==> src/rtl/mem_access_arbiter_if.sv <==
// Bundle of the two requester ports and the RAM port of the memory access arbiter.
// The arbiter uses the master modport; the requester/RAM environment uses slave.
interface mem_access_arbiter_if #(
    parameter int ADDR_W = 9,
    parameter int DATA_W = 32
);
    logic              req0_valid;
    logic              req0_we;
    logic [ADDR_W-1:0] req0_addr;
    logic [DATA_W-1:0] req0_wdata;
    logic              req0_ready;
    logic              req0_done;
    logic [DATA_W-1:0] req0_rdata;

    logic              req1_valid;
    logic              req1_we;
    logic [ADDR_W-1:0] req1_addr;
    logic [DATA_W-1:0] req1_wdata;
    logic              req1_ready;
    logic              req1_done;
    logic [DATA_W-1:0] req1_rdata;

    logic              ram_we;
    logic              ram_re;
    logic [ADDR_W-1:0] ram_addr;
    logic [DATA_W-1:0] ram_wdata;
    logic [DATA_W-1:0] ram_rdata;

    logic              busy;

    modport master (
        input  req0_valid, req0_we, req0_addr, req0_wdata,
        input  req1_valid, req1_we, req1_addr, req1_wdata,
        input  ram_rdata,
        output req0_ready, req0_done, req0_rdata,
        output req1_ready, req1_done, req1_rdata,
        output ram_we, ram_re, ram_addr, ram_wdata,
        output busy
    );

    modport slave (
        output req0_valid, req0_we, req0_addr, req0_wdata,
        output req1_valid, req1_we, req1_addr, req1_wdata,
        output ram_rdata,
        input  req0_ready, req0_done, req0_rdata,
        input  req1_ready, req1_done, req1_rdata,
        input  ram_we, ram_re, ram_addr, ram_wdata,
        input  busy
    );
endinterface

==> src/rtl/mem_access_arbiter.sv <==
// Round-robin arbiter/sequencer sharing one single-port RAM between two requesters.
// Each accepted transaction runs IDLE -> ACCESS -> RESP and returns a one-cycle done pulse.
module mem_access_arbiter #(
    parameter int ADDR_W = 9,
    parameter int DATA_W = 32
) (
    input  logic                 clock,
    input  logic                 clear,
    mem_access_arbiter_if.master bus
);

    typedef enum logic [1:0] {
        IDLE   = 2'd0,
        ACCESS = 2'd1,
        RESP   = 2'd2
    } state_t;

    state_t            state;
    state_t            state_nxt;
    logic              last_grant;
    logic              owner;
    logic              lat_we;
    logic [ADDR_W-1:0] lat_addr;
    logic [DATA_W-1:0] lat_wdata;
    logic              grant_any;
    logic              grant_sel;

    // On a tie the requester that did not win last time gets the slot.
    always_comb begin
        grant_any = bus.req0_valid | bus.req1_valid;
        if (bus.req0_valid && bus.req1_valid)
            grant_sel = ~last_grant;
        else
            grant_sel = bus.req1_valid;
    end

    always_comb begin
        state_nxt      = state;
        bus.req0_ready = 1'b0;
        bus.req1_ready = 1'b0;
        bus.ram_we     = 1'b0;
        bus.ram_re     = 1'b0;
        bus.ram_addr   = '0;
        bus.ram_wdata  = '0;
        case (state)
            IDLE: begin
                if (grant_any) begin
                    bus.req0_ready = ~grant_sel;
                    bus.req1_ready = grant_sel;
                    state_nxt      = ACCESS;
                end
            end
            ACCESS: begin
                // Strobes are gated by clear so a write caught by reset never lands.
                bus.ram_addr = lat_addr;
                if (lat_we) begin
                    bus.ram_we    = ~clear;
                    bus.ram_wdata = lat_wdata;
                end else begin
                    bus.ram_re = ~clear;
                end
                state_nxt = RESP;
            end
            RESP:    state_nxt = IDLE;
            default: state_nxt = IDLE;
        endcase
    end

    assign bus.busy = (state != IDLE);

    always_ff @(posedge clock) begin
        if (clear)
            state <= IDLE;
        else
            state <= state_nxt;
    end

    always_ff @(posedge clock) begin
        if (clear) begin
            last_grant     <= 1'b1;
            owner          <= 1'b0;
            lat_we         <= 1'b0;
            lat_addr       <= '0;
            lat_wdata      <= '0;
            bus.req0_done  <= 1'b0;
            bus.req1_done  <= 1'b0;
            bus.req0_rdata <= '0;
            bus.req1_rdata <= '0;
        end else begin
            bus.req0_done <= 1'b0;
            bus.req1_done <= 1'b0;
            if (state == IDLE && grant_any) begin
                owner      <= grant_sel;
                last_grant <= grant_sel;
                lat_we     <= grant_sel ? bus.req1_we    : bus.req0_we;
                lat_addr   <= grant_sel ? bus.req1_addr  : bus.req0_addr;
                lat_wdata  <= grant_sel ? bus.req1_wdata : bus.req0_wdata;
            end
            // RAM read data is valid during RESP, one cycle after the read strobe.
            if (state == RESP) begin
                if (owner) begin
                    bus.req1_done <= 1'b1;
                    if (!lat_we)
                        bus.req1_rdata <= bus.ram_rdata;
                end else begin
                    bus.req0_done <= 1'b1;
                    if (!lat_we)
                        bus.req0_rdata <= bus.ram_rdata;
                end
            end
        end
    end

endmodule

==> src/flat_wrapper.sv <==
// flat-port wrapper written by rule: the top's interface ports become plain ports
module mem_access_arbiter_flat 
#(
    parameter int ADDR_W = 9,
    parameter int DATA_W = 32
)
  (clock, clear, bus_req0_valid, bus_req0_we, bus_req0_addr, bus_req0_wdata, bus_req1_valid, bus_req1_we, bus_req1_addr, bus_req1_wdata, bus_ram_rdata, bus_req0_ready, bus_req0_done, bus_req0_rdata, bus_req1_ready, bus_req1_done, bus_req1_rdata, bus_ram_we, bus_ram_re, bus_ram_addr, bus_ram_wdata, bus_busy);
  mem_access_arbiter_if #(.ADDR_W(ADDR_W), .DATA_W(DATA_W)) bus_i ();
  input  logic clock;
  input  logic clear;
  input wire logic [$bits(bus_i.req0_valid)-1:0] bus_req0_valid;
  input wire logic [$bits(bus_i.req0_we)-1:0] bus_req0_we;
  input wire logic [$bits(bus_i.req0_addr)-1:0] bus_req0_addr;
  input wire logic [$bits(bus_i.req0_wdata)-1:0] bus_req0_wdata;
  input wire logic [$bits(bus_i.req1_valid)-1:0] bus_req1_valid;
  input wire logic [$bits(bus_i.req1_we)-1:0] bus_req1_we;
  input wire logic [$bits(bus_i.req1_addr)-1:0] bus_req1_addr;
  input wire logic [$bits(bus_i.req1_wdata)-1:0] bus_req1_wdata;
  input wire logic [$bits(bus_i.ram_rdata)-1:0] bus_ram_rdata;
  output wire logic [$bits(bus_i.req0_ready)-1:0] bus_req0_ready;
  output wire logic [$bits(bus_i.req0_done)-1:0] bus_req0_done;
  output wire logic [$bits(bus_i.req0_rdata)-1:0] bus_req0_rdata;
  output wire logic [$bits(bus_i.req1_ready)-1:0] bus_req1_ready;
  output wire logic [$bits(bus_i.req1_done)-1:0] bus_req1_done;
  output wire logic [$bits(bus_i.req1_rdata)-1:0] bus_req1_rdata;
  output wire logic [$bits(bus_i.ram_we)-1:0] bus_ram_we;
  output wire logic [$bits(bus_i.ram_re)-1:0] bus_ram_re;
  output wire logic [$bits(bus_i.ram_addr)-1:0] bus_ram_addr;
  output wire logic [$bits(bus_i.ram_wdata)-1:0] bus_ram_wdata;
  output wire logic [$bits(bus_i.busy)-1:0] bus_busy;
  assign bus_i.req0_valid = bus_req0_valid;
  assign bus_i.req0_we = bus_req0_we;
  assign bus_i.req0_addr = bus_req0_addr;
  assign bus_i.req0_wdata = bus_req0_wdata;
  assign bus_i.req1_valid = bus_req1_valid;
  assign bus_i.req1_we = bus_req1_we;
  assign bus_i.req1_addr = bus_req1_addr;
  assign bus_i.req1_wdata = bus_req1_wdata;
  assign bus_i.ram_rdata = bus_ram_rdata;
  assign bus_req0_ready = bus_i.req0_ready;
  assign bus_req0_done = bus_i.req0_done;
  assign bus_req0_rdata = bus_i.req0_rdata;
  assign bus_req1_ready = bus_i.req1_ready;
  assign bus_req1_done = bus_i.req1_done;
  assign bus_req1_rdata = bus_i.req1_rdata;
  assign bus_ram_we = bus_i.ram_we;
  assign bus_ram_re = bus_i.ram_re;
  assign bus_ram_addr = bus_i.ram_addr;
  assign bus_ram_wdata = bus_i.ram_wdata;
  assign bus_busy = bus_i.busy;
  mem_access_arbiter #(.ADDR_W(ADDR_W), .DATA_W(DATA_W)) u_core (.clock(clock), .clear(clear), .bus(bus_i));
endmodule
==> config.mk <==
export PLATFORM = sky130hd
export DESIGN_NAME = mem_access_arbiter_flat
export DESIGN_NICKNAME = d
export VERILOG_FILES = /design/src/rtl/mem_access_arbiter_if.sv /design/src/rtl/mem_access_arbiter.sv /design/src/flat_wrapper.sv
export SDC_FILE = /design/constraint.sdc
export NUM_CORES = 1
export LEC_CHECK = 0
export CELL_PAD_IN_SITES_DETAIL_PLACEMENT = 0
export CELL_PAD_IN_SITES_GLOBAL_PLACEMENT = 1
export CORE_MARGIN = 2
export CORE_UTILIZATION = 29
export CTS_BUF_LIST = sky130_fd_sc_hd__clkbuf_4 sky130_fd_sc_hd__clkbuf_8
export DETAILED_ROUTE_END_ITERATION = 12
export PLACE_DENSITY = 0.86
export SLEW_MARGIN = 20
export SYNTH_ARGS = -nofsm -noshare
export SYNTH_HDL_FRONTEND = slang
export SYNTH_SLANG_ARGS = --single-unit
==> constraint.sdc <==
create_clock -name clock -period 2.38 [get_ports clock]
set_input_delay 0.476 -clock clock [delete_from_list [all_inputs] [get_ports clock]]
set_output_delay 0.476 -clock clock [all_outputs]
set_load 0.02 [all_outputs]
==> flow_metrics.py <==
# Flow results
metrics = {
    "run_status": {
        "status": "completed",
    },
    "min_path": {
        "hold_path_end": "u_core.bus.req0_rdata[23]",
        "hold_path_startpoint": "u_core.bus.req0_rdata[23]",
    },
    "detailed_routing": {
        "highest-signal-layer": "met4",
        "m1WireLength_mm": 7.03,
        "wire_per_inst_um": 15.8,
        "drc": 0,
        "ant_nets": 0,
        "dr_wl_met3_mm": 1.44,
        "vias_per_cell": 4.86,
        "first_pass_iters": 5,
    },
    "worst_setup_path": {
        "r2r-end": "u_core.last_grant",
        "slowest_delay_ps": 340,
        "critPathTopFamily": "buffers and inverters",
        "r2r_slack_ps": 760,
        "cp-end-kind": "output pin",
        "cp-start-kind": "flip-flop",
        "critPathRequiredTime_ps": 1900,
    },
    "power": {
        "switching_share_pct": 29.4,
        "p_int_mw": 2.78,
        "ir_drop_mv": 0.291,
        "pwr-share-clk_pct": 29.4,
    },
    "logic_synthesis": {
        "synthXorXnorAreaFrac_pct": 0,
        "ys_cells": 603,
        "mux_area_share_pct": 0,
        "synthSimpleGateAreaFrac_pct": 28.6,
        "ys_ff": 112,
        "ys_sh_aoi_pct": 17.2,
        "syn-cell-area_sq_um": 4700,
        "postSynthSeqShare_pct": 47.7,
        "yosys_warnings": 0,
        "postSynthCellCount": 603,
        "synth_area_per_cell_sq_um": 7.80,
    },
    "placement": {
        "hpwl_mm": 10.6,
        "place_ws_ps": -3.87,
        "port_buffers": 231,
    },
    "final_timing": {
        "post-route-period-util_pct": 90.6,
        "setup_viol": 0,
    },
    "clock_network": {
        "clkTransAtPathRegs_ps": 110,
        "postCtsSetupRepairBufs": 0,
        "htreeDepth": 3,
        "cts_tree": "yes",
    },
    "global_route": {
        "grt_pass1_vias": 4841,
        "grt_pass1_wl_mm": 26.2,
        "grt_antenna_before_repair": 0,
    },
    "final_layout": {
        "final_cells": 1024,
        "nets": 923,
        "lay_top_count": "clkdlybuf4s50_1",
    },
    "floorplan": {
        "die_w_um": 131,
        "row_count": 46,
        "io_pins": 232,
        "die_area_sq_um": 17300,
    },
    "run": {
        "drv_cap": 0,
    },
}
-- logic make-up after synthesis --
family                 Yosys count
and+or+nand+nor                276
AOI/OAI and AO/OA              150
DFF                            112
buffers and inverters           65
-- worst max path at each step --
stage	startpoint	endpoint	cells after the start
after floorplan	clear	bus_ram_we	4
after global placement	bus_req0_valid	bus_req0_ready	4
after detailed placement	bus_req0_valid	bus_req0_ready	4
after CTS	bus_req1_valid	bus_req1_ready	4
after global routing	u_core.state[0]	bus_ram_wdata[20]	4
final	u_core.state[0]	bus_ram_wdata[3]	4
-- stage by stage --
stage / cell area, sq um / setup TNS, ps / total power [mW]
floorplan: 4700 / 0 / 2.43
global placement: 7210 / -6.36 / 2.84
detailed placement: 7210 / -3.87 / 2.84
CTS: 7360 / 0 / 4.00
global route: 7370 / 0 / 4.15
finish: 7370 / 0 / 3.94
-- flip-flops by register name, summed over array words and instances, names as in the netlist --
signal,flops
u_core.state,2
u_core.bus.req1_rdata,32
u_core.bus.req1_done,1
u_core.bus.req0_done,1
u_core.last_grant,1
u_core.bus.req0_rdata,32
u_core.lat_wdata,32
u_core.lat_addr,9
u_core.owner,1
u_core.lat_we,1
-- layer usage --
| metal | global-route usage, % | vias up |
|---|---|---|
| met3 | 6.67 | 24 |
| met1 | 24.2 | 2246 |
| met4 | 5.56 | 0 |
| li1 | - | 2481 |
| met5 | 0 | - |
| met2 | 29.8 | 223 |
-- Yosys cell counts, drive strengths merged (3+ instances only) --
cell | count | area, sq um
dfxtp | 112 | 2240
and2 | 11 | 68.8
buf | 25 | 156
o21ai | 42 | 210
nand3 | 84 | 420
clkbuf | 39 | 146
and3 | 32 | 200
nor2 | 4 | 15.0
nand2 | 130 | 488
nor3b | 3 | 45.1
a21oi | 64 | 320
a31oi | 42 | 263
-- cell type report --
type                       count  area [sq um]  share of cell area, %
clock inverter                 6          61.3                  0.831
inverter                       1          3.75                 0.0509
timing repair buffer         253          2480                   33.6
multi-input combinational    426          2180                   29.5
sequential                   112          2240                   30.4
tap                          216           270                   3.66
clock buffer                  10           138                   1.87
-- power groups by stage --
| stage | Sequential, mW | Clock, mW | Combinational (mW) |
|---|---|---|---|
| floorplan | 2.07 | 0 | 0.351 |
| global placement | 2.05 | 0 | 0.783 |
| detailed placement | 2.06 | 0 | 0.784 |
| CTS | 2.01 | 1.21 | 0.780 |
| global route | 2.03 | 1.28 | 0.843 |
| finish | 2.01 | 1.16 | 0.774 |
-- tightest hold or removal path, cell delays in order (launching register included) --
cell	delay, ps
dfxtp_1	320
nand2_1	50
a21oi_1	50
-- what timing repair did --
action                     CTS  global route
gates cloned                 0             0
gates resized               39             7
setup endpoints to repair   39             7
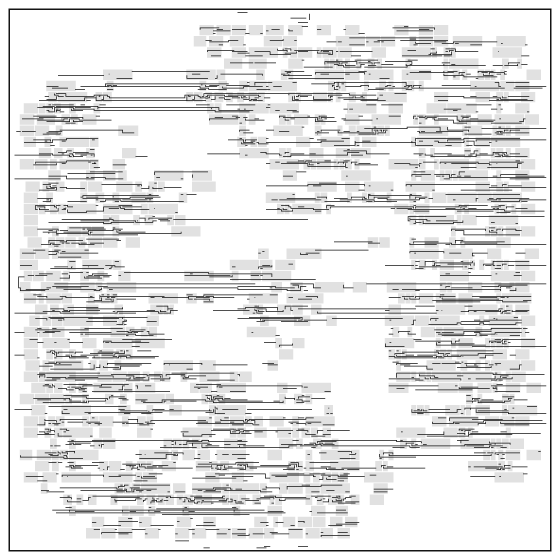
*Signal wires on met1*
Cells faint in the background.
The layer holds 43% of the routed length. The layer carries 7030 um of wire.

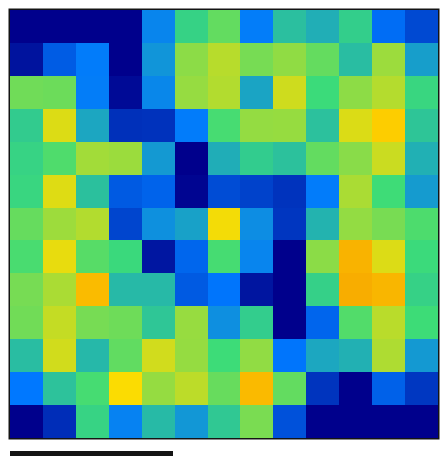
*Placement density heat map*
Bar = 50 um. The die is cut into 13 by 13 equal tiles; dark blue is low, red is high, 0 to 100% covered.
3.6% of the tiles are over 75% full. 9.5% of the tiles are nearly empty. The mean over all tiles is 41%. The fullest tile reaches 80%.
Starting Density: 29.6%
core area: 15900 sq um
final core occ: 46.4%

Power is estimated from default activity; no workload was simulated.
